Metal 3:
The bar under the picture is 50 µm long.
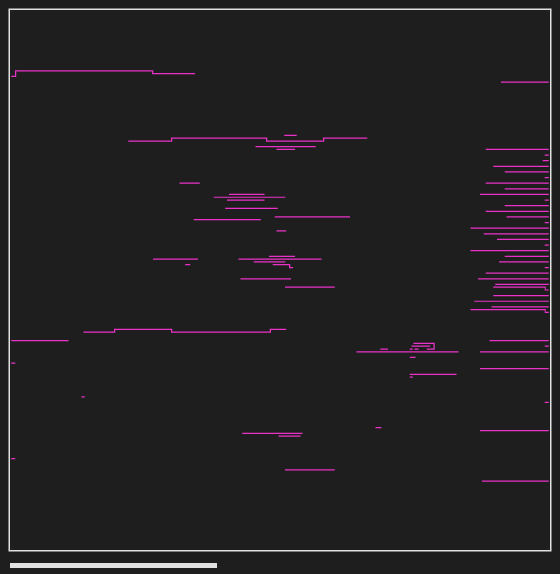
Placement by cell class:
Fill, decap, tap and diode cells in grey.
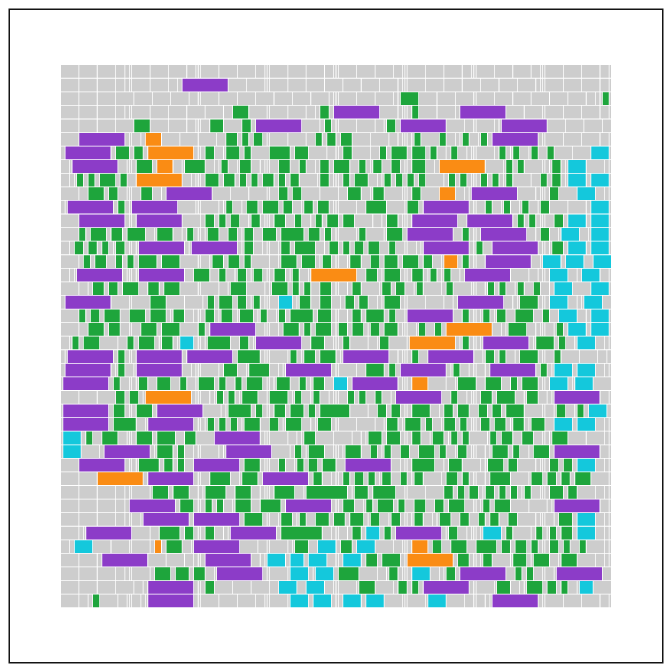
Routed metal per tile:
The bar under the picture is 50 µm long. The die is cut into 26 by 26 equal tiles; dark blue is low, red is high, scaled to the fullest tile. Values are wire area over tile area, all layers added.
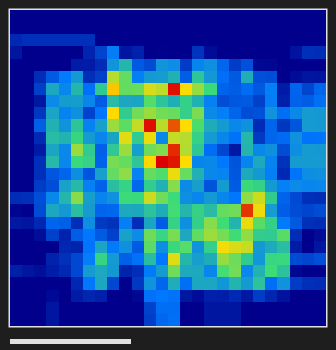
$ cat config.mk
export PLATFORM = sky130hd
export DESIGN_NAME = steer_encoder
export DESIGN_NICKNAME = d
export VERILOG_FILES = /design/src/rtl/steer_pkg.sv /design/src/rtl/enc_filter.sv /design/src/rtl/steer_encoder.sv
export SDC_FILE = /design/constraint.sdc
export NUM_CORES = 1
export LEC_CHECK = 0
export CAP_MARGIN = 0
export CELL_PAD_IN_SITES_DETAIL_PLACEMENT = 1
export CELL_PAD_IN_SITES_GLOBAL_PLACEMENT = 1
export CORE_MARGIN = 10
export CORE_UTILIZATION = 43
export DETAILED_ROUTE_END_ITERATION = 7
export GPL_ROUTABILITY_DRIVEN = 0
export PLACE_DENSITY = 0.82
export SYNTH_ARGS = -nofsm -noshare
export SYNTH_HDL_FRONTEND = slang
export SYNTH_SLANG_ARGS = --single-unit
$ cat constraint.sdc
create_clock -name PCLK -period 6.9 [get_ports PCLK]
set_clock_uncertainty 0.2 [all_clocks]
set_input_delay 1.035 -clock PCLK [delete_from_list [all_inputs] [get_ports PCLK]]
set_output_delay 1.035 -clock PCLK [all_outputs]
set_load 0.02 [all_outputs]
$ cat src/rtl/steer_pkg.sv
// Shared steering-encoder definitions: APB register map, field positions and the
// quadrature step decoder used by both the encoder block and the steering controller.
package steer_pkg;

  localparam int SAMPLE_DIV_DEF = 100000;

  localparam logic [7:0] OFF_POS    = 8'h00;
  localparam logic [7:0] OFF_VEL    = 8'h04;
  localparam logic [7:0] OFF_STATUS = 8'h08;
  localparam logic [7:0] OFF_CTRL   = 8'h0C;

  localparam logic [1:0] REG_POS    = OFF_POS[3:2];
  localparam logic [1:0] REG_VEL    = OFF_VEL[3:2];
  localparam logic [1:0] REG_STATUS = OFF_STATUS[3:2];
  localparam logic [1:0] REG_CTRL   = OFF_CTRL[3:2];

  localparam int STATUS_ERR_BIT = 0;
  localparam int STATUS_SAT_BIT = 1;
  localparam int CTRL_EN_BIT    = 0;
  localparam int CTRL_INV_BIT   = 1;

  typedef enum logic [1:0] {STEP_NONE, STEP_FWD, STEP_REV, STEP_ILL} step_e;

  typedef struct packed {
    logic       wr;
    logic       rd;
    logic [1:0] idx;
  } apb_dec_t;

  // {A,B} Gray order 00 -> 01 -> 11 -> 10 -> 00 is forward
  function automatic step_e gray_step(input logic [1:0] prev, input logic [1:0] cur);
    case ({prev, cur})
      4'b0001, 4'b0111, 4'b1110, 4'b1000: return STEP_FWD;
      4'b0100, 4'b1101, 4'b1011, 4'b0010: return STEP_REV;
      4'b0000, 4'b0101, 4'b1111, 4'b1010: return STEP_NONE;
      default:                            return STEP_ILL;
    endcase
  endfunction

endpackage

$ cat src/rtl/enc_filter.sv
// One encoder channel: 2-FF synchronizer followed by a run-length filter that
// accepts a level only after FILT_LEN consecutive equal samples.
module enc_filter #(
  parameter int FILT_LEN = 3
) (
  input  logic PCLK,
  input  logic PRESETN,
  input  logic enc,
  output logic lvl,
  output logic vld
);

  localparam int CW = $clog2(FILT_LEN + 1);

  logic [1:0]    sync_q;
  logic [CW-1:0] cnt;
  logic [CW-1:0] cnt_inc;
  logic          done;

  assign cnt_inc = cnt + CW'(1);
  assign done    = (cnt_inc == CW'(FILT_LEN));

  always_ff @(posedge PCLK or negedge PRESETN) begin
    if (!PRESETN) begin
      sync_q <= '0;
      lvl    <= 1'b0;
      vld    <= 1'b0;
      cnt    <= '0;
    end else begin
      sync_q <= {sync_q[0], enc};
      if (!vld) begin
        // before the first acceptance lvl is only a candidate; a differing sample restarts the run
        if (sync_q[1] != lvl) begin
          lvl <= sync_q[1];
          cnt <= (FILT_LEN == 1) ? '0 : CW'(1);
          if (FILT_LEN == 1) vld <= 1'b1;
        end else if (done) begin
          vld <= 1'b1;
          cnt <= '0;
        end else begin
          cnt <= cnt_inc;
        end
      end else if (sync_q[1] != lvl) begin
        if (done) begin
          lvl <= sync_q[1];
          cnt <= '0;
        end else begin
          cnt <= cnt_inc;
        end
      end else begin
        cnt <= '0;
      end
    end
  end

endmodule

$ cat src/rtl/steer_encoder.sv
// Steering shaft quadrature encoder: filtered Gray decode into a saturating position,
// windowed velocity sampling with SAMPLEINT, and an APB register interface.
module steer_encoder
  import steer_pkg::*;
#(
  parameter int SAMPLE_DIV = SAMPLE_DIV_DEF,
  parameter int FILT_LEN   = 3,
  parameter int POS_MAX    = 1023
) (
  input  logic        PCLK,
  input  logic        PRESETN,
  input  logic        PSEL,
  input  logic        PENABLE,
  input  logic        PWRITE,
  input  logic [7:0]  PADDR,
  input  logic [31:0] PWDATA,
  output logic [31:0] PRDATA,
  output logic        PREADY,
  output logic        PSLVERR,
  input  logic        ENC_A,
  input  logic        ENC_B,
  output logic        SAMPLEINT
);

  localparam int NUM_CH = 2;
  localparam int WCW    = (SAMPLE_DIV > 1) ? $clog2(SAMPLE_DIV) : 1;
  localparam logic [WCW-1:0]    WIN_LAST = WCW'(SAMPLE_DIV - 1);
  localparam logic signed [10:0] POS_HI  = 11'(POS_MAX);
  localparam logic signed [10:0] POS_LO  = 11'(-POS_MAX - 1);

  logic [NUM_CH-1:0] enc_raw, f_lvl, f_vld;
  logic [1:0]        prev_ab;
  logic              ref_vld;

  logic signed [10:0] pos;
  logic signed [15:0] acc, acc_base, acc_nx, vel;
  logic [WCW-1:0]     win_cnt;
  logic               win_end;
  logic               err, sat, ctrl_en, ctrl_inv;

  step_e    st;
  apb_dec_t dec;
  logic     pos_wr, stat_wr, ctrl_wr;
  logic     fwd, rev, ill, up, dn, sat_set;
  logic     unused;

  assign PREADY  = 1'b1;
  assign PSLVERR = 1'b0;
  assign unused  = ^{PADDR[1:0], PWDATA[31:11]};

  // bit 1 = A, bit 0 = B, so f_lvl is the {A,B} Gray state
  assign enc_raw = {ENC_A, ENC_B};

  for (genvar ch = 0; ch < NUM_CH; ch++) begin : g_ch
    enc_filter #(.FILT_LEN(FILT_LEN)) u_filt (
      .PCLK    (PCLK),
      .PRESETN (PRESETN),
      .enc     (enc_raw[ch]),
      .lvl     (f_lvl[ch]),
      .vld     (f_vld[ch])
    );
  end

  assign dec.wr  = PSEL && PENABLE && PWRITE && (PADDR[7:4] == 4'h0);
  assign dec.rd  = PSEL && !PWRITE && (PADDR[7:4] == 4'h0);
  assign dec.idx = PADDR[3:2];
  assign pos_wr  = dec.wr && (dec.idx == REG_POS);
  assign stat_wr = dec.wr && (dec.idx == REG_STATUS);
  assign ctrl_wr = dec.wr && (dec.idx == REG_CTRL);

  assign st      = gray_step(prev_ab, f_lvl);
  assign fwd     = ref_vld && (st == STEP_FWD);
  assign rev     = ref_vld && (st == STEP_REV);
  assign ill     = ref_vld && (st == STEP_ILL);
  assign up      = ctrl_en && !pos_wr && (ctrl_inv ? rev : fwd);
  assign dn      = ctrl_en && !pos_wr && (ctrl_inv ? fwd : rev);
  assign sat_set = (up && pos >= POS_HI) || (dn && pos <= POS_LO);
  assign win_end = (win_cnt == WIN_LAST);

  // a step landing on the window-end cycle seeds the new window
  always_comb begin
    acc_base = win_end ? '0 : acc;
    acc_nx   = acc_base;
    if (up && acc_base != 16'sh7FFF)      acc_nx = acc_base + 16'sd1;
    else if (dn && acc_base != 16'sh8000) acc_nx = acc_base - 16'sd1;
  end

  always_ff @(posedge PCLK or negedge PRESETN) begin
    if (!PRESETN) begin
      prev_ab   <= '0;
      ref_vld   <= 1'b0;
      pos       <= '0;
      acc       <= '0;
      vel       <= '0;
      win_cnt   <= '0;
      SAMPLEINT <= 1'b0;
      err       <= 1'b0;
      sat       <= 1'b0;
      ctrl_en   <= 1'b0;
      ctrl_inv  <= 1'b0;
    end else begin
      // the first state where both channels are accepted becomes the reference, never a step
      if (ref_vld || (&f_vld)) begin
        prev_ab <= f_lvl;
        ref_vld <= 1'b1;
      end

      if (pos_wr)  pos <= $signed(PWDATA[10:0]);
      else if (up) pos <= (pos >= POS_HI) ? POS_HI : pos + 11'sd1;
      else if (dn) pos <= (pos <= POS_LO) ? POS_LO : pos - 11'sd1;

      acc       <= acc_nx;
      SAMPLEINT <= win_end;
      if (win_end) begin
        vel     <= acc;
        win_cnt <= '0;
      end else begin
        win_cnt <= win_cnt + WCW'(1);
      end

      err <= ill     | (err & ~(stat_wr & PWDATA[STATUS_ERR_BIT]));
      sat <= sat_set | (sat & ~(stat_wr & PWDATA[STATUS_SAT_BIT]));
      if (ctrl_wr) begin
        ctrl_en  <= PWDATA[CTRL_EN_BIT];
        ctrl_inv <= PWDATA[CTRL_INV_BIT];
      end
    end
  end

  always_comb begin
    PRDATA = '0;
    if (dec.rd) begin
      case (dec.idx)
        REG_POS:    PRDATA = {{21{pos[10]}}, pos};
        REG_VEL:    PRDATA = {{16{vel[15]}}, vel};
        REG_STATUS: PRDATA = {30'b0, sat, err};
        REG_CTRL:   PRDATA = {30'b0, ctrl_inv, ctrl_en};
        default:    PRDATA = '0;
      endcase
    end
  end

endmodule

==> flow_metrics.py <==
# Physical implementation metrics
metrics = {
    "grt": {
        "antenna_found_initial": 0,
        "grt_max_degree": 81,
    },
    "route": {
        "drc": 0,
        "routed_wl_mm": 15.11,
        "wl_per_cell_um": 19.10,
        "wl_met3_um": 857,
    },
    "synthesis": {
        "synthXorXnorAreaFrac_pct": 5.158,
        "synth.area.mux_share_pct": 4.041,
        "synth.ff_latch_count": 80,
    },
    "sta": {
        "maxSlewViolCount": 0,
        "finalCriticalPeriod_ps": 5699,
        "slew_headroom_pct": 16.63,
        "max_freq_mhz": 175.5,
    },
    "clock_network": {
        "cts_tree": "yes",
    },
    "finish": {
        "dominant-cell-class": "multi-input combinational cells",
        "final_cells": 791,
        "n_all_inverters": 10,
        "post_route_cells_drive_above_1_share_pct": 6.056,
        "mostFrequentLayoutCells": "nand2_1, dfrtp_1, clkdlybuf4s50_1",
        "flop_area_um2": 2002,
    },
    "placement": {
        "numPortBuffers": 56,
        "placedCellCount": 775,
    },
    "floorplanning": {
        "dieArea_um2": 17070,
    },
    "power": {
        "pwr_density_cell_nw_per_um2": 254.4,
    },
    "worst_setup_path": {
        "worstPathArrival_ps": 4460,
    },
    "outcome": {
        "status": "complete, no violations",
    },
}
Notes on 'metal 3' above:
67 nets have wire on it. The layer carries 858 µm of wire. The layer holds 5.7% of the routed length. The longest straight run is 33.1 µm.

Notes on 'placement by cell class' above:
Key: purple = registers [cells 80, share of their area 34%]; green = remaining logic cells [cells 487, share of their area 51%]; cyan = remaining buffers and delay cells [cells 61, share of their area 10%]; orange = clock drivers and dummy loads [cells 16, share of their area 4.8%]

Notes on 'routed metal per tile' above:
The fullest tile reaches 0.61. 28% of the tiles are nearly empty. The mean over all tiles is 0.14. 12% of the tiles are over half the peak. The densest ninth of the die: middle.

## sequential cells by signal, summed over array words and instances, names as in the netlist, 4 cells and up
signal	count
acc	16
g_ch.u_filt.sync_q	4
win_cnt	17
pos	11
vel	16
g_ch.u_filt.cnt	4
## final timing paths
| path | slack, ps | to | startpoint | cells past startpoint |
|---|---|---|---|---|
| min in group asynchronous | 640 | pos[7] | PRESETN | 1 |
| worst max-delay path | 1200 | PRDATA[25] | PSEL | 6 |
| worst min-delay path | 150 | g_ch[1].u_filt.sync_q[1] | g_ch[1].u_filt.sync_q[0] | 0 |
| worst max register to register | 3040 | acc[3] | win_cnt[13] | 10 |
| worst min register to register | 150 | g_ch[1].u_filt.sync_q[1] | g_ch[1].u_filt.sync_q[0] | 0 |
| max in group asynchronous | 5190 | g_ch[0].u_filt.sync_q[1] | PRESETN | 1 |
Power is estimated from default activity; no workload was simulated.
